--- src/rtl/arb_pkg.sv ---
// -----------------------------------------------------------------------------
// arb_pkg
// Shared definitions for the round-robin pipelined arbiter slice.
//   - Default bus field widths (address / data).
//   - Lock state encoding used by the arbiter's lock process.
//   - clog2 helper for master-ID and FIFO pointer widths.
//   - ARB_LANE(idx, w): part-select body for lane idx of a packed bus
//     with lanes of width w (usage: vec[`ARB_LANE(i, W)]).
// Related build macro: ARB_RR_PIPE_RESP_ERR_EN (enables err_o on the top).
// -----------------------------------------------------------------------------
`ifndef ARB_PKG_LANE_MACROS
`define ARB_PKG_LANE_MACROS
`define ARB_LANE(idx, w) ((idx) * (w)) +: (w)
`endif

package arb_pkg;

   localparam int unsigned ADDR_W_DEF = 32;
   localparam int unsigned DATA_W_DEF = 32;

   typedef enum logic {
      LK_FREE = 1'b0,
      LK_HELD = 1'b1
   } lock_state_e;

   // Ceiling log2; returns 0 for v <= 1.
   function automatic int unsigned clog2(input int unsigned v);
      int unsigned r;
      r = 0;
      for (int unsigned i = 0; i < 32; i++) begin
         if ((64'd1 << i) < 64'(v)) r = i + 1;
      end
      return r;
   endfunction

endpackage

--- src/rtl/arb_rr_pipe_if.sv ---
// -----------------------------------------------------------------------------
// arb_rr_pipe_if
// Bundles the per-master request bus (m_*) and the shared slave bus (s_*).
//   modport slave  : arbiter view (accepts master requests, drives slave bus)
//   modport master : environment view (masters + slave model)
// Lanes of m_addr/m_be/m_wdata/m_rdata are packed: master i at [i*W +: W].
// -----------------------------------------------------------------------------
interface arb_rr_pipe_if
   import arb_pkg::*;
#(
   parameter int unsigned NUM_M  = 4,
   parameter int unsigned ADDR_W = ADDR_W_DEF,
   parameter int unsigned DATA_W = DATA_W_DEF
);
   logic [NUM_M-1:0]          m_req;
   logic [NUM_M-1:0]          m_we;
   logic [NUM_M*ADDR_W-1:0]   m_addr;
   logic [NUM_M*DATA_W/8-1:0] m_be;
   logic [NUM_M*DATA_W-1:0]   m_wdata;
   logic [NUM_M-1:0]          m_ack;
   logic [NUM_M-1:0]          m_resp;
   logic [NUM_M*DATA_W-1:0]   m_rdata;

   logic                      s_req;
   logic                      s_we;
   logic [ADDR_W-1:0]         s_addr;
   logic [DATA_W/8-1:0]       s_be;
   logic [DATA_W-1:0]         s_wdata;
   logic                      s_ack;
   logic                      s_resp;
   logic [DATA_W-1:0]         s_rdata;

   modport slave (
      input  m_req, m_we, m_addr, m_be, m_wdata,
      output m_ack, m_resp, m_rdata,
      output s_req, s_we, s_addr, s_be, s_wdata,
      input  s_ack, s_resp, s_rdata
   );

   modport master (
      output m_req, m_we, m_addr, m_be, m_wdata,
      input  m_ack, m_resp, m_rdata,
      input  s_req, s_we, s_addr, s_be, s_wdata,
      output s_ack, s_resp, s_rdata
   );
endinterface

--- src/rtl/arb_rr_pipe_idfifo.sv ---
// -----------------------------------------------------------------------------
// arb_rr_pipe_idfifo
// Synchronous FIFO of master IDs for outstanding reads.
//   clk_i, rst_i : clock, synchronous active-high reset (to empty)
//   push_i/din_i : write an ID (ignored when full)
//   pop_i        : drop the head (ignored when empty)
//   dout_o       : head entry
//   full_o, empty_o : status
// Pointers carry one extra wrap bit: full when wrap bits differ and the
// index bits match.
// -----------------------------------------------------------------------------
module arb_rr_pipe_idfifo
   import arb_pkg::*;
#(
   parameter int unsigned DEPTH = 4,
   parameter int unsigned W     = 2
) (
   input  logic         clk_i,
   input  logic         rst_i,
   input  logic         push_i,
   input  logic         pop_i,
   input  logic [W-1:0] din_i,
   output logic [W-1:0] dout_o,
   output logic         full_o,
   output logic         empty_o
);
   localparam int unsigned AW = clog2(DEPTH);
   localparam int unsigned PW = AW + 1;

   logic [PW-1:0] wr_q, rd_q;
   logic [W-1:0]  mem_q [DEPTH];

   assign full_o  = (wr_q[AW] != rd_q[AW]) && (wr_q[AW-1:0] == rd_q[AW-1:0]);
   assign empty_o = (wr_q == rd_q);
   assign dout_o  = mem_q[rd_q[AW-1:0]];

   always_ff @(posedge clk_i) begin
      if (rst_i) begin
         wr_q <= '0;
         rd_q <= '0;
      end else begin
         if (push_i && !full_o)  wr_q <= wr_q + PW'(1);
         if (pop_i  && !empty_o) rd_q <= rd_q + PW'(1);
      end
   end

   always_ff @(posedge clk_i) begin
      if (push_i && !full_o) mem_q[wr_q[AW-1:0]] <= din_i;
   end
endmodule

--- src/rtl/arb_rr_pipe.sv ---
// -----------------------------------------------------------------------------
// arb_rr_pipe
// Round-robin arbiter sharing one slave port among NUM_M masters, with up to
// RD_DEPTH reads outstanding; read responses return in issue order and are
// steered back to the issuing master through an ID FIFO.
//   clk_i : clock, rising edge
//   rst_i : synchronous reset, active high
//   bus   : arb_rr_pipe_if.slave (m_* master lanes, s_* shared slave bus)
//   err_o : sticky spurious-response flag; present only when the build macro
//           ARB_RR_PIPE_RESP_ERR_EN is defined
// -----------------------------------------------------------------------------
module arb_rr_pipe
   import arb_pkg::*;
#(
   parameter int unsigned NUM_M    = 4,
   parameter int unsigned RD_DEPTH = 4,
   parameter int unsigned ADDR_W   = ADDR_W_DEF,
   parameter int unsigned DATA_W   = DATA_W_DEF
) (
   input  logic          clk_i,
   input  logic          rst_i,
   arb_rr_pipe_if.slave  bus
`ifdef ARB_RR_PIPE_RESP_ERR_EN
   ,
   output logic          err_o
`endif
);
   localparam int unsigned ID_W = clog2(NUM_M);
   localparam int unsigned BE_W = DATA_W / 8;

   lock_state_e       lock_q, lock_d;
   logic [ID_W-1:0]   lock_id_q, lock_id_d;
   logic [ID_W-1:0]   rr_ptr_q, rr_ptr_d;

   logic              gnt_vld;
   logic [ID_W-1:0]   gnt_id;
   logic              hs, push, pop, full, empty;
   logic [ID_W-1:0]   head_id;

   logic [ADDR_W-1:0] addr_a  [NUM_M];
   logic [BE_W-1:0]   be_a    [NUM_M];
   logic [DATA_W-1:0] wdata_a [NUM_M];

   // Unpack master lanes; steer responses to the FIFO head's lane.
   for (genvar i = 0; i < NUM_M; i++) begin : g_lane
      assign addr_a[i]  = bus.m_addr[`ARB_LANE(i, ADDR_W)];
      assign be_a[i]    = bus.m_be[`ARB_LANE(i, BE_W)];
      assign wdata_a[i] = bus.m_wdata[`ARB_LANE(i, DATA_W)];
      assign bus.m_resp[i] = pop && (head_id == ID_W'(i));
      assign bus.m_rdata[`ARB_LANE(i, DATA_W)] =
         (pop && (head_id == ID_W'(i))) ? bus.s_rdata : '0;
   end

   // Grant selection. A full FIFO blocks all issue, using only registered
   // state so s_resp never feeds s_req combinationally.
   always_comb begin
      int unsigned     idx;
      logic [ID_W-1:0] cand;
      gnt_vld = 1'b0;
      gnt_id  = '0;
      idx     = 0;
      cand    = '0;
      if (!full) begin
         if (lock_q == LK_HELD) begin
            gnt_id  = lock_id_q;
            gnt_vld = bus.m_req[lock_id_q];
         end else begin
            for (int unsigned k = 0; k < NUM_M; k++) begin
               idx  = (32'(rr_ptr_q) + k) % NUM_M;
               cand = ID_W'(idx);
               if (!gnt_vld && bus.m_req[cand]) begin
                  gnt_vld = 1'b1;
                  gnt_id  = cand;
               end
            end
         end
      end
   end

   always_comb begin
      bus.s_req   = gnt_vld;
      bus.s_we    = 1'b0;
      bus.s_addr  = '0;
      bus.s_be    = '0;
      bus.s_wdata = '0;
      bus.m_ack   = '0;
      if (gnt_vld) begin
         bus.s_we            = bus.m_we[gnt_id];
         bus.s_addr          = addr_a[gnt_id];
         bus.s_be            = be_a[gnt_id];
         bus.s_wdata         = wdata_a[gnt_id];
         bus.m_ack[gnt_id]   = bus.s_ack;
      end
   end

   assign hs   = gnt_vld && bus.s_ack;
   assign push = hs && !bus.m_we[gnt_id];
   assign pop  = bus.s_resp && !empty;

   // Lock / round-robin pointer next state. A stalled request locks the grant;
   // a locked master dropping req leaves the lock held.
   always_comb begin
      lock_d    = lock_q;
      lock_id_d = lock_id_q;
      rr_ptr_d  = rr_ptr_q;
      if (hs) begin
         lock_d   = LK_FREE;
         rr_ptr_d = ID_W'((32'(gnt_id) + 1) % NUM_M);
      end else if (gnt_vld) begin
         lock_d    = LK_HELD;
         lock_id_d = gnt_id;
      end
   end

   always_ff @(posedge clk_i) begin
      if (rst_i) begin
         lock_q    <= LK_FREE;
         lock_id_q <= '0;
         rr_ptr_q  <= '0;
      end else begin
         lock_q    <= lock_d;
         lock_id_q <= lock_id_d;
         rr_ptr_q  <= rr_ptr_d;
      end
   end

   arb_rr_pipe_idfifo #(
      .DEPTH (RD_DEPTH),
      .W     (ID_W)
   ) u_idfifo (
      .clk_i   (clk_i),
      .rst_i   (rst_i),
      .push_i  (push),
      .pop_i   (pop),
      .din_i   (gnt_id),
      .dout_o  (head_id),
      .full_o  (full),
      .empty_o (empty)
   );

`ifdef ARB_RR_PIPE_RESP_ERR_EN
   logic err_q;
   always_ff @(posedge clk_i) begin
      if (rst_i)                      err_q <= 1'b0;
      else if (bus.s_resp && empty)   err_q <= 1'b1;
   end
   assign err_o = err_q;
`endif
endmodule
--- src/flat_wrapper.sv ---
// flat-port wrapper written by rule: the top's interface ports become plain ports
module arb_rr_pipe_flat import arb_pkg::*;
#(
   parameter int unsigned NUM_M    = 4,
   parameter int unsigned RD_DEPTH = 4,
   parameter int unsigned ADDR_W   = ADDR_W_DEF,
   parameter int unsigned DATA_W   = DATA_W_DEF
)
  (clk_i, rst_i, bus_m_req, bus_m_we, bus_m_addr, bus_m_be, bus_m_wdata, bus_m_ack, bus_m_resp, bus_m_rdata, bus_s_req, bus_s_we, bus_s_addr, bus_s_be, bus_s_wdata, bus_s_ack, bus_s_resp, bus_s_rdata);
  arb_rr_pipe_if #(.NUM_M(NUM_M), .ADDR_W(ADDR_W), .DATA_W(DATA_W)) bus_i ();
  input  logic clk_i;
  input  logic rst_i;
  input wire logic [$bits(bus_i.m_req)-1:0] bus_m_req;
  input wire logic [$bits(bus_i.m_we)-1:0] bus_m_we;
  input wire logic [$bits(bus_i.m_addr)-1:0] bus_m_addr;
  input wire logic [$bits(bus_i.m_be)-1:0] bus_m_be;
  input wire logic [$bits(bus_i.m_wdata)-1:0] bus_m_wdata;
  output wire logic [$bits(bus_i.m_ack)-1:0] bus_m_ack;
  output wire logic [$bits(bus_i.m_resp)-1:0] bus_m_resp;
  output wire logic [$bits(bus_i.m_rdata)-1:0] bus_m_rdata;
  output wire logic [$bits(bus_i.s_req)-1:0] bus_s_req;
  output wire logic [$bits(bus_i.s_we)-1:0] bus_s_we;
  output wire logic [$bits(bus_i.s_addr)-1:0] bus_s_addr;
  output wire logic [$bits(bus_i.s_be)-1:0] bus_s_be;
  output wire logic [$bits(bus_i.s_wdata)-1:0] bus_s_wdata;
  input wire logic [$bits(bus_i.s_ack)-1:0] bus_s_ack;
  input wire logic [$bits(bus_i.s_resp)-1:0] bus_s_resp;
  input wire logic [$bits(bus_i.s_rdata)-1:0] bus_s_rdata;
  assign bus_i.m_req = bus_m_req;
  assign bus_i.m_we = bus_m_we;
  assign bus_i.m_addr = bus_m_addr;
  assign bus_i.m_be = bus_m_be;
  assign bus_i.m_wdata = bus_m_wdata;
  assign bus_m_ack = bus_i.m_ack;
  assign bus_m_resp = bus_i.m_resp;
  assign bus_m_rdata = bus_i.m_rdata;
  assign bus_s_req = bus_i.s_req;
  assign bus_s_we = bus_i.s_we;
  assign bus_s_addr = bus_i.s_addr;
  assign bus_s_be = bus_i.s_be;
  assign bus_s_wdata = bus_i.s_wdata;
  assign bus_i.s_ack = bus_s_ack;
  assign bus_i.s_resp = bus_s_resp;
  assign bus_i.s_rdata = bus_s_rdata;
  arb_rr_pipe #(.NUM_M(NUM_M), .RD_DEPTH(RD_DEPTH), .ADDR_W(ADDR_W), .DATA_W(DATA_W)) u_core (.clk_i(clk_i), .rst_i(rst_i), .bus(bus_i));
endmodule
--- config.mk ---
export PLATFORM = sky130hd
export DESIGN_NAME = arb_rr_pipe_flat
export DESIGN_NICKNAME = d
export VERILOG_FILES = /design/src/rtl/arb_pkg.sv /design/src/rtl/arb_rr_pipe_if.sv /design/src/rtl/arb_rr_pipe_idfifo.sv /design/src/rtl/arb_rr_pipe.sv /design/src/flat_wrapper.sv
export SDC_FILE = /design/constraint.sdc
export NUM_CORES = 1
export LEC_CHECK = 0
export ABC_AREA = 1
export ABC_CLOCK_PERIOD_IN_PS = 6000
export CORE_AREA = 5 5 201 203
export CTS_BUF_LIST = sky130_fd_sc_hd__clkbuf_4 sky130_fd_sc_hd__clkbuf_8
export DETAILED_ROUTE_END_ITERATION = 6
export DIE_AREA = 0 0 206 208
export HOLD_SLACK_MARGIN = 0.06
export PLACE_DENSITY = 0.42
export SLEW_MARGIN = 30
export SYNTH_ARGS = -nofsm -noshare
export SYNTH_HDL_FRONTEND = slang
export SYNTH_SLANG_ARGS = --single-unit
--- constraint.sdc ---
create_clock -name clk_i -period 6 [get_ports clk_i]
set_input_delay 0.6 -clock clk_i [delete_from_list [all_inputs] [get_ports clk_i]]
set_output_delay 0.6 -clock clk_i [all_outputs]
set_load 0.02 [all_outputs]
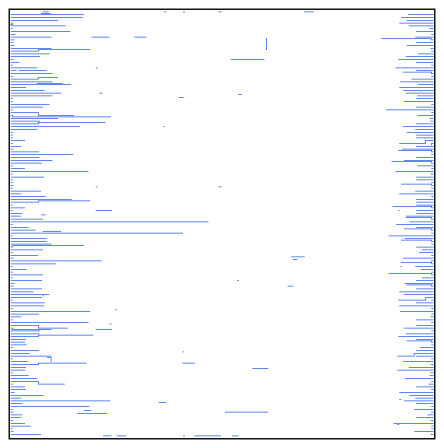
layer_met3.png
The layer carries 3650 um of wire. The layer holds 11% of the routed length. The wires run mostly horizontal. 328 nets have wire on it.

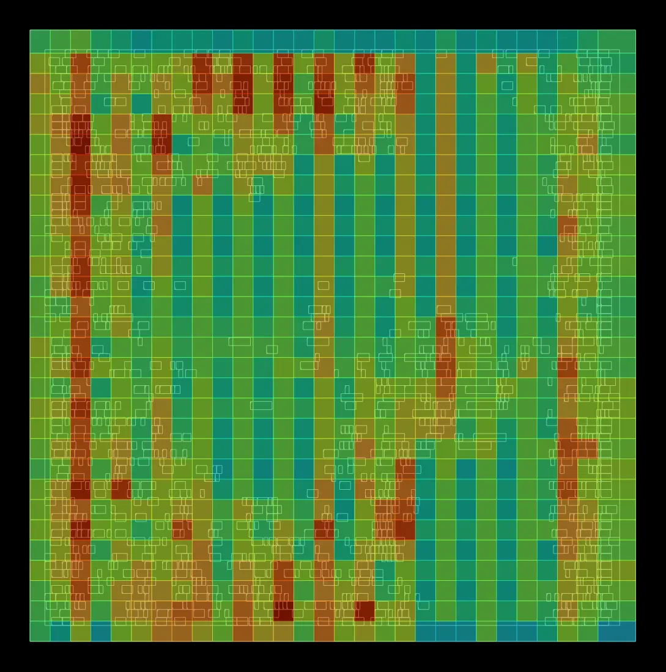
congestion.png
GRT busiest layer: met2
met2 Resource Use GR: 0.274

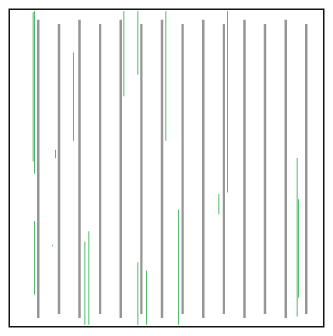
layer_met4.png
Supply wires on this layer in grey.
The layer carries 1070 um of wire. The layer holds 3.2% of the routed length.

==> summary.txt <==
Purpose: to document the outcome of synthesis and place and route.

Logic synthesis
The synthesized-area fraction occupied by adder cells is 0.0254. The area fraction in compound gates after synthesis is 0.132. The mux contribution to synthesized area is 0. Yosys attributes the largest share of cell area to sky130_fd_sc_hd__nand2_1, sky130_fd_sc_hd__nor2_1, sky130_fd_sc_hd__a31oi_1. The total cell area reported by yosys after synthesis is 0.00443 sq mm. The most popular library cell in the synthesized design by count is sky130_fd_sc_hd__nand2_1. The number of instances in the synthesized netlist is 899. The warning count from the yosys run is 0. The share of synthesized registers carrying an async set or reset is 0. The synthesized netlist contains 30 unique library cells.

Placement
The total cell area at the placement stage is 0.0101 sq mm. The placement summary gives the final routability congestion estimate as 0.922.

Routing
Across all layers, the routed design uses 7526 vias. After detailed routing, the number of remaining DRC violations is 0. The first-pass iteration count of the detailed router is 5. In this run the remaining antenna-violating nets after routing total 0. The highest layer touched by signal routing is met5.

Power
The total power divided by cell area is 615 mW/mm^2. The switching portion of total power comes to 0.592. The power consumed by sequential cells is 250 uW.

Power attributed to combinational cells is 5.89 mW.

Final timing
Adding up every negative setup slack in the final design gives 0 ns. In the finished design, the share of the clock period the worst path needs comes to 0.792. On the final layout, the worst hold slack is 0.471 ns. Setup repair after global routing left no endpoint under its margin.

Critical path
Per the timing report, the biggest fanout along the worst path comes to 47. The worst setup path is launched from an input pin. The delay contributed by the slowest stage of the critical path is 0.63 ns.

Cells and area
The proportion of cell area occupied by registers is 0.0494. The ratio of cells with drive above 1 in the final layout is 0.0233. Across the whole layout, storage elements account for 500 sq um. In the finished layout, the clock tree contains a buffer count of 4. The cell class with the largest area share is buffers.

There are 21 flip-flops and latches. The multi-input combinational gate total is 747.

Worst hold path
The number of cells on the worst hold path is listed as 1.

Die
The core region area is 0.0383 sq mm.

Clocking
The latest clock arrival within the worst-skew pair is 0.25 ns. The number of clock buffers inserted by TritonCTS is 3. The buffers inserted during post-CTS setup optimization is 0.

GRT
The initial antenna violation count was 6.

Outcome
The run finished with clean final reports.
==> layout by cell type (no fill, tap or decap), drive strengths merged <==
master	Yosys	final
a32oi	1	1
dfxtp	13	13
a211oi	2	2
diode	0	3
clkbuf	21	4
nand4	1	1
nand2	401	401
buf	43	11
a311oi	1	1
ha	9	9
edfxtp	8	8
inv	67	67
a31oi	68	68
clkdlybuf4s50	0	521
nand3	87	87
nor2	150	150
a21oi	13	13
o21ai	8	8
a32o	1	1
xnor2	3	3
nand3b	1	1
xor2	1	1
==> through the flow <==
stage | instances | setup WS [ns]
floorplan | 899 | 3.04
detailed placement | 1885 | 1.20
global placement | 1885 | 1.21
global route | 1892 | 0.810
CTS | 1889 | 1.20
finish | 1892 | 1.25
Power figures rest on the tool's default switching activity, not on a simulated workload.
